### Routing congestion

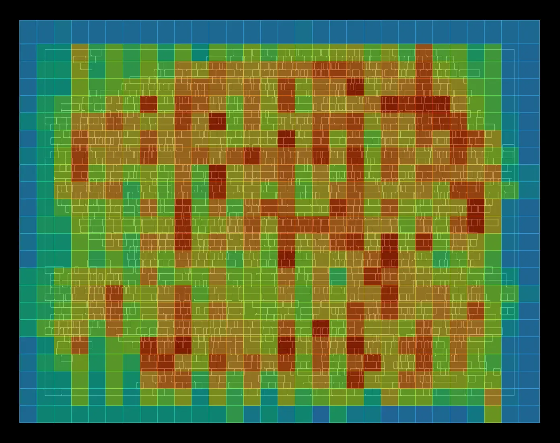
### Layout detail

The bar under the picture is 10 um long. Window x 84 to 124, y 28 to 68 um. Cells in gray, sequential cells in the stronger gray; small squares are vias.
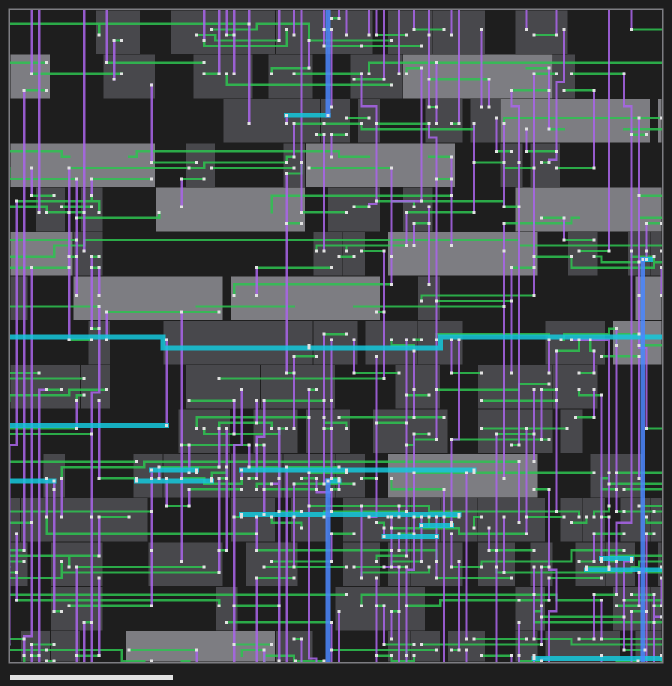
### Drive-strength map

The bar under the picture is 50 um long.
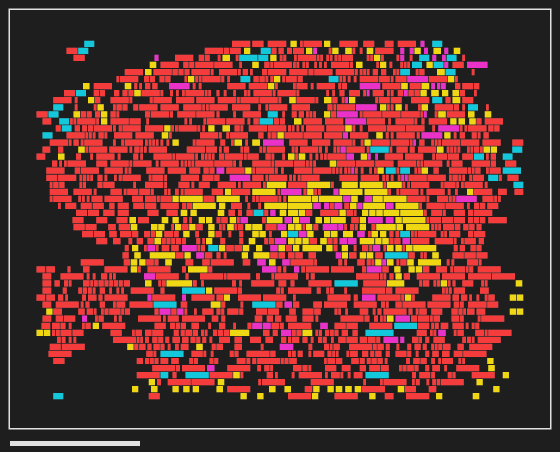
### M2 wires

The bar under the picture is 50 um long.
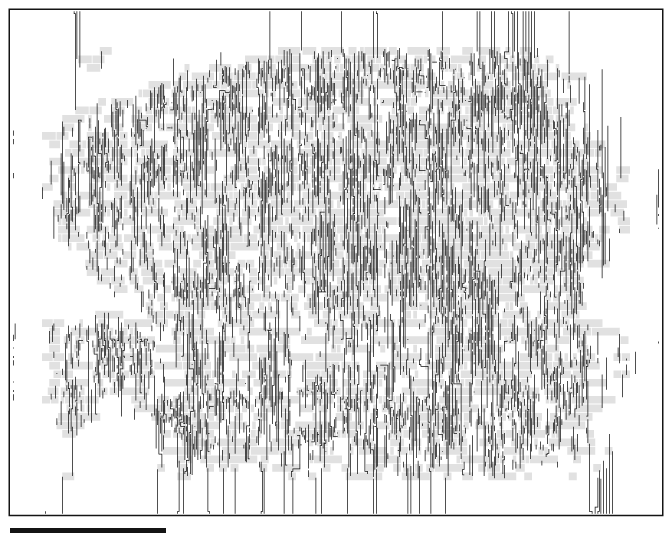
### M1 wires

The bar under the picture is 50 um long. Supply wires on this layer in gray.
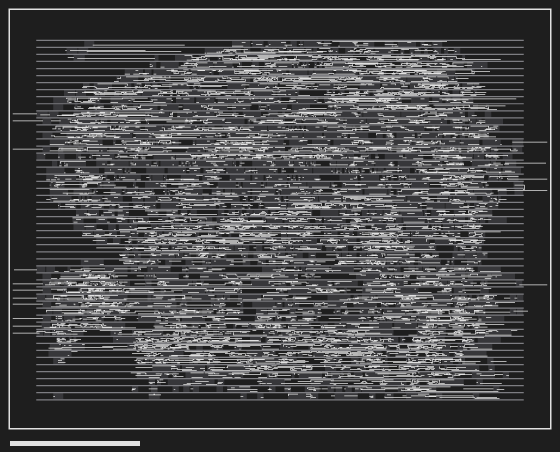
===== src/rtl/mac_seq_ctrl.sv =====
// mac_seq_ctrl: job sequencer for the 16x16 MAC; streams len operand pairs,
// accumulates products via Kogge-Stone add, returns sum + sticky carry.
module mac_seq_ctrl #(
  parameter int LEN_W = 8
) (
  input  logic             clk,
  input  logic             rst_n,
  input  logic             start,
  input  logic [LEN_W-1:0] len,
  input  logic             in_valid,
  output logic             in_ready,
  input  logic [15:0]      in_a,
  input  logic [15:0]      in_b,
  output logic             out_valid,
  input  logic             out_ready,
  output logic [31:0]      out_acc,
  output logic             out_ovf,
  output logic             busy
);

  typedef enum logic [1:0] {
    IDLE  = 2'd0,
    RUN   = 2'd1,
    DRAIN = 2'd2,
    DONE  = 2'd3
  } state_e;

  state_e           state_q, state_d;
  logic [LEN_W-1:0] count_q, count_d;
  logic [31:0]      prod_q, prod_d;
  logic             pvld_q, pvld_d;
  logic [31:0]      acc_q, acc_d;
  logic             ovf_q, ovf_d;

  logic             start_ok;
  logic             xfer;
  logic [32:0]      sum;

  // 32-bit Kogge-Stone prefix adder, cin = 0.
  // Returns {cout, sum}.
  function automatic logic [32:0] ks_add32(
    input logic [31:0] a,
    input logic [31:0] b
  );
    logic [31:0] g, p, gn, pn, x;
    g = a & b;
    p = a ^ b;
    x = p;
    for (int l = 0; l < 5; l++) begin
      gn = g;
      pn = p;
      for (int i = 0; i < 32; i++) begin
        if (i >= (1 << l)) begin
          gn[i] = g[i] | (p[i] & g[i-(1<<l)]);
          pn[i] = p[i] & p[i-(1<<l)];
        end
      end
      g = gn;
      p = pn;
    end
    return {g[31], x ^ {g[30:0], 1'b0}};
  endfunction

  assign start_ok = (state_q == IDLE) && start;
  assign xfer     = (state_q == RUN) && in_valid;
  assign sum      = ks_add32(acc_q, prod_q);

  // state register
  always_ff @(posedge clk or negedge rst_n) begin
    if (!rst_n) begin
      state_q <= IDLE;
    end else begin
      state_q <= state_d;
    end
  end

  // next state
  always_comb begin
    state_d = state_q;
    unique case (state_q)
      IDLE: begin
        if (start) begin
          state_d = (len != '0) ? RUN : DONE;
        end
      end
      RUN: begin
        if (in_valid && count_q == LEN_W'(1)) begin
          state_d = DRAIN;
        end
      end
      DRAIN: state_d = DONE;
      DONE: begin
        if (out_ready) begin
          state_d = IDLE;
        end
      end
      default: state_d = IDLE;
    endcase
  end

  // outputs
  always_comb begin
    in_ready  = 1'b0;
    out_valid = 1'b0;
    busy      = 1'b0;
    unique case (state_q)
      IDLE:  ;
      RUN: begin
        in_ready = 1'b1;
        busy     = 1'b1;
      end
      DRAIN: busy = 1'b1;
      DONE: begin
        out_valid = 1'b1;
        busy      = 1'b1;
      end
      default: ;
    endcase
  end

  // datapath: product stage then accumulate stage
  always_comb begin
    count_d = count_q;
    prod_d  = prod_q;
    pvld_d  = 1'b0;
    acc_d   = acc_q;
    ovf_d   = ovf_q;
    if (pvld_q) begin
      acc_d = sum[31:0];
      ovf_d = ovf_q | sum[32];
    end
    // a new job wipes the previous result
    if (start_ok) begin
      count_d = len;
      acc_d   = '0;
      ovf_d   = 1'b0;
    end
    if (xfer) begin
      prod_d  = {16'b0, in_a} * {16'b0, in_b};
      pvld_d  = 1'b1;
      count_d = count_q - LEN_W'(1);
    end
  end

  always_ff @(posedge clk or negedge rst_n) begin
    if (!rst_n) begin
      count_q <= '0;
      prod_q  <= '0;
      pvld_q  <= 1'b0;
      acc_q   <= '0;
      ovf_q   <= 1'b0;
    end else begin
      count_q <= count_d;
      prod_q  <= prod_d;
      pvld_q  <= pvld_d;
      acc_q   <= acc_d;
      ovf_q   <= ovf_d;
    end
  end

  assign out_acc = acc_q;
  assign out_ovf = ovf_q;

endmodule


===== config.mk =====
export PLATFORM = sky130hd
export DESIGN_NAME = mac_seq_ctrl
export DESIGN_NICKNAME = d
export VERILOG_FILES = /design/src/rtl/mac_seq_ctrl.sv
export SDC_FILE = /design/constraint.sdc
export NUM_CORES = 1
export LEC_CHECK = 0
export CORE_ASPECT_RATIO = 0.75
export CORE_MARGIN = 10
export CORE_UTILIZATION = 50
export DETAILED_ROUTE_END_ITERATION = 10
export PLACE_DENSITY_LB_ADDON = 0.3
export SLEW_MARGIN = 20
export SYNTH_ARGS = -nofsm -noshare
export SYNTH_HDL_FRONTEND = slang
export SYNTH_SLANG_ARGS = --single-unit
export TNS_END_PERCENT = 1

===== constraint.sdc =====
create_clock -name clk -period 3.2 [get_ports clk]
set_clock_uncertainty 0.05 [all_clocks]
set_input_delay 0.64 -clock clk [delete_from_list [all_inputs] [get_ports clk]]
set_output_delay 0.64 -clock clk [all_outputs]
set_load 0.1 [all_outputs]

==> impl_metrics.tcl <==
# implementation run metrics
set metrics [dict create \
    status "finished with violations" \
    violations "setup timing" \
    clock_latency_ns 0.34 \
    layout_setup_ws_ns -2.74 \
    synth_top_cell_by_count "inv_1" \
    slew_headroom 0.462 \
    ant_nets 0 \
    drt_iter0_markers 686 \
    hpwl_um 27100 \
    topCellsByArea "fa_1 (29%), dfrtp_1 (14%), ha_1 (13%), inv_1 (7.1%), nand2_1 (6.2%)" \
    post-route-min-period_ns 5.94 \
    slew_violations 0 \
    setup_viol_count_final 28 \
    yosysWarnings 0 \
    clockBufferDepth 2 \
    fp_util 0.510 \
    die_x_um 208 \
    grt_overflow 0 \
    async_flop_share 1.00 \
]
## Picture notes: 'Routing congestion'
gr usage total: 0.198
met1 Usage GRT: 0.268
DR WL/cell: 16.0 um

## Picture notes: 'Layout detail'
M2 -> purple
M4 -> blue
M3 -> cyan
M1 -> green
cells with their middle in the window = 103
sequential cells in the window = 11
most frequent = nand2_1 (13), dfrtp_1 (11), o21ai_0 (9)
netlist names of flops here include = prod_q (9), out_acc (2)

## Picture notes: 'Drive-strength map'
x2 -> magenta  # cells 94, share 5.3%, most used fa_2
x6 and larger -> cyan  # cells 49, share 2.8%, most used buf_6
x1 and smaller -> red  # cells 1369, share 78%, most used inv_1
x3 and x4 -> yellow  # cells 254, share 14%, most used buf_4
Plain + repair buffers: 280
area growth from synthesis to layout: 26.3%

## Picture notes: 'M2 wires'
nets with wire on the layer = 1883
share of all routed wire = 49%
main direction = vertical
longest straight run = 37.4 um
wire length on this layer = 16700 um
GR Util met2: 0.335
Vias: 11370
Routed Wire Length: 33800 um

## Picture notes: 'M1 wires'
longest straight run = 44.2 um
wire length on this layer = 15100 um
share of all routed wire = 45%
nets with wire on the layer = 1968

[area by class of cell]
class / instances / area (um2) / area share
clock inverter: 7 / 66.3 / 0.00394
timing repair buffer: 280 / 2340 / 0.139
multi-input combinational: 1143 / 10900 / 0.649
tap: 344 / 430 / 0.0256
inverter: 251 / 942 / 0.0560
clock buffer: 9 / 225 / 0.0134
sequential: 76 / 1900 / 0.113
[cell usage in the layout (no fill, tap or decap), types with 18 or more instances in the layout]
cell type    n
a21o_1      25
a21oi_1     55
and2_1     118
buf_4      199
buf_6       34
dfrtp_1     76
fa_1       182
ha_1       124
ha_4        18
inv_1      241
nand2_1    211
nor2_1      58
o21ai_0     55
xnor2_1     22
xor2_1      20
[flip-flops by register name, indices dropped and copies added (netlist names)]
name,flops
pvld_q,1
prod_q,32
out_acc,32
count_q,8
state_q,2
out_ovf,1
[stage by stage]
stage	util	instances	setup TNS [ns]
final	0.644	2110	-60.66
after global routing	0.644	2110	-65.34
after CTS	0.627	2086	-63.45
after detailed placement	0.597	2060	-80.17
after global placement	0.597	2060	-77.97
after floorplan	-	1529	-54.29
[critical path, cell delays in order]
cell	delay (ns)
clkdlybuf4s50_1	0.47
buf_6	0.14
nand2_1	0.09
fa_1	0.52
fa_2	0.58
inv_1	0.05
fa_1	0.55
fa_2	0.44
fa_1	0.49
inv_1	0.05
fa_1	0.48
inv_1	0.06
ha_4	0.27
buf_4	0.14
nand2_1	0.07
o21bai_2	0.20
a31oi_4	0.13
o311ai_4	0.09
o211ai_1	0.17
buf_4	0.17
o21ai_2	0.11
xnor2_1	0.12
o21ai_0	0.08
[path summary, 6_finish.rpt]
path                       cells after the start                      end
max                                           23   prod_q[26]$_DFFE_PN0P_
min                                            1   state_q[1]$_DFFE_PN0P_
max reg2reg                                   13  out_acc[28]$_DFFE_PN0P_
min reg2reg                                    2   prod_q[15]$_DFFE_PN0P_
max in group asynchronous                      1   out_acc[9]$_DFFE_PN0P_
min in group clk                               2   prod_q[15]$_DFFE_PN0P_
[routing by layer]
metal | up-vias | track usage | part of all wire
met2 | 284 | 0.335 | 0.49
met4 | 0 | 0.0381 | 0.013
li1 | 5350 | - | -
met3 | 43 | 0.0235 | 0.047
met1 | 5693 | 0.268 | 0.45
met5 | - | 0 | 0
[repair_timing]
action                     4_1_cts  5_1_grt
setup endpoints to repair       28       32
buffers inserted                10       22
hold endpoints to repair         0        0
pin swaps                       53       80
gates cloned                     0        3
resized                         98      132
[logic make-up after synthesis]
group           count (synthesis)  share of synthesized area
xor+xnor                       47                     0.0309
compound gates                252                      0.120
buf+inv                       310                     0.0900
flops                          76                      0.143
fa+ha+maj                     338                      0.428
simple gates                  495                      0.180
mux                            11                    0.00827
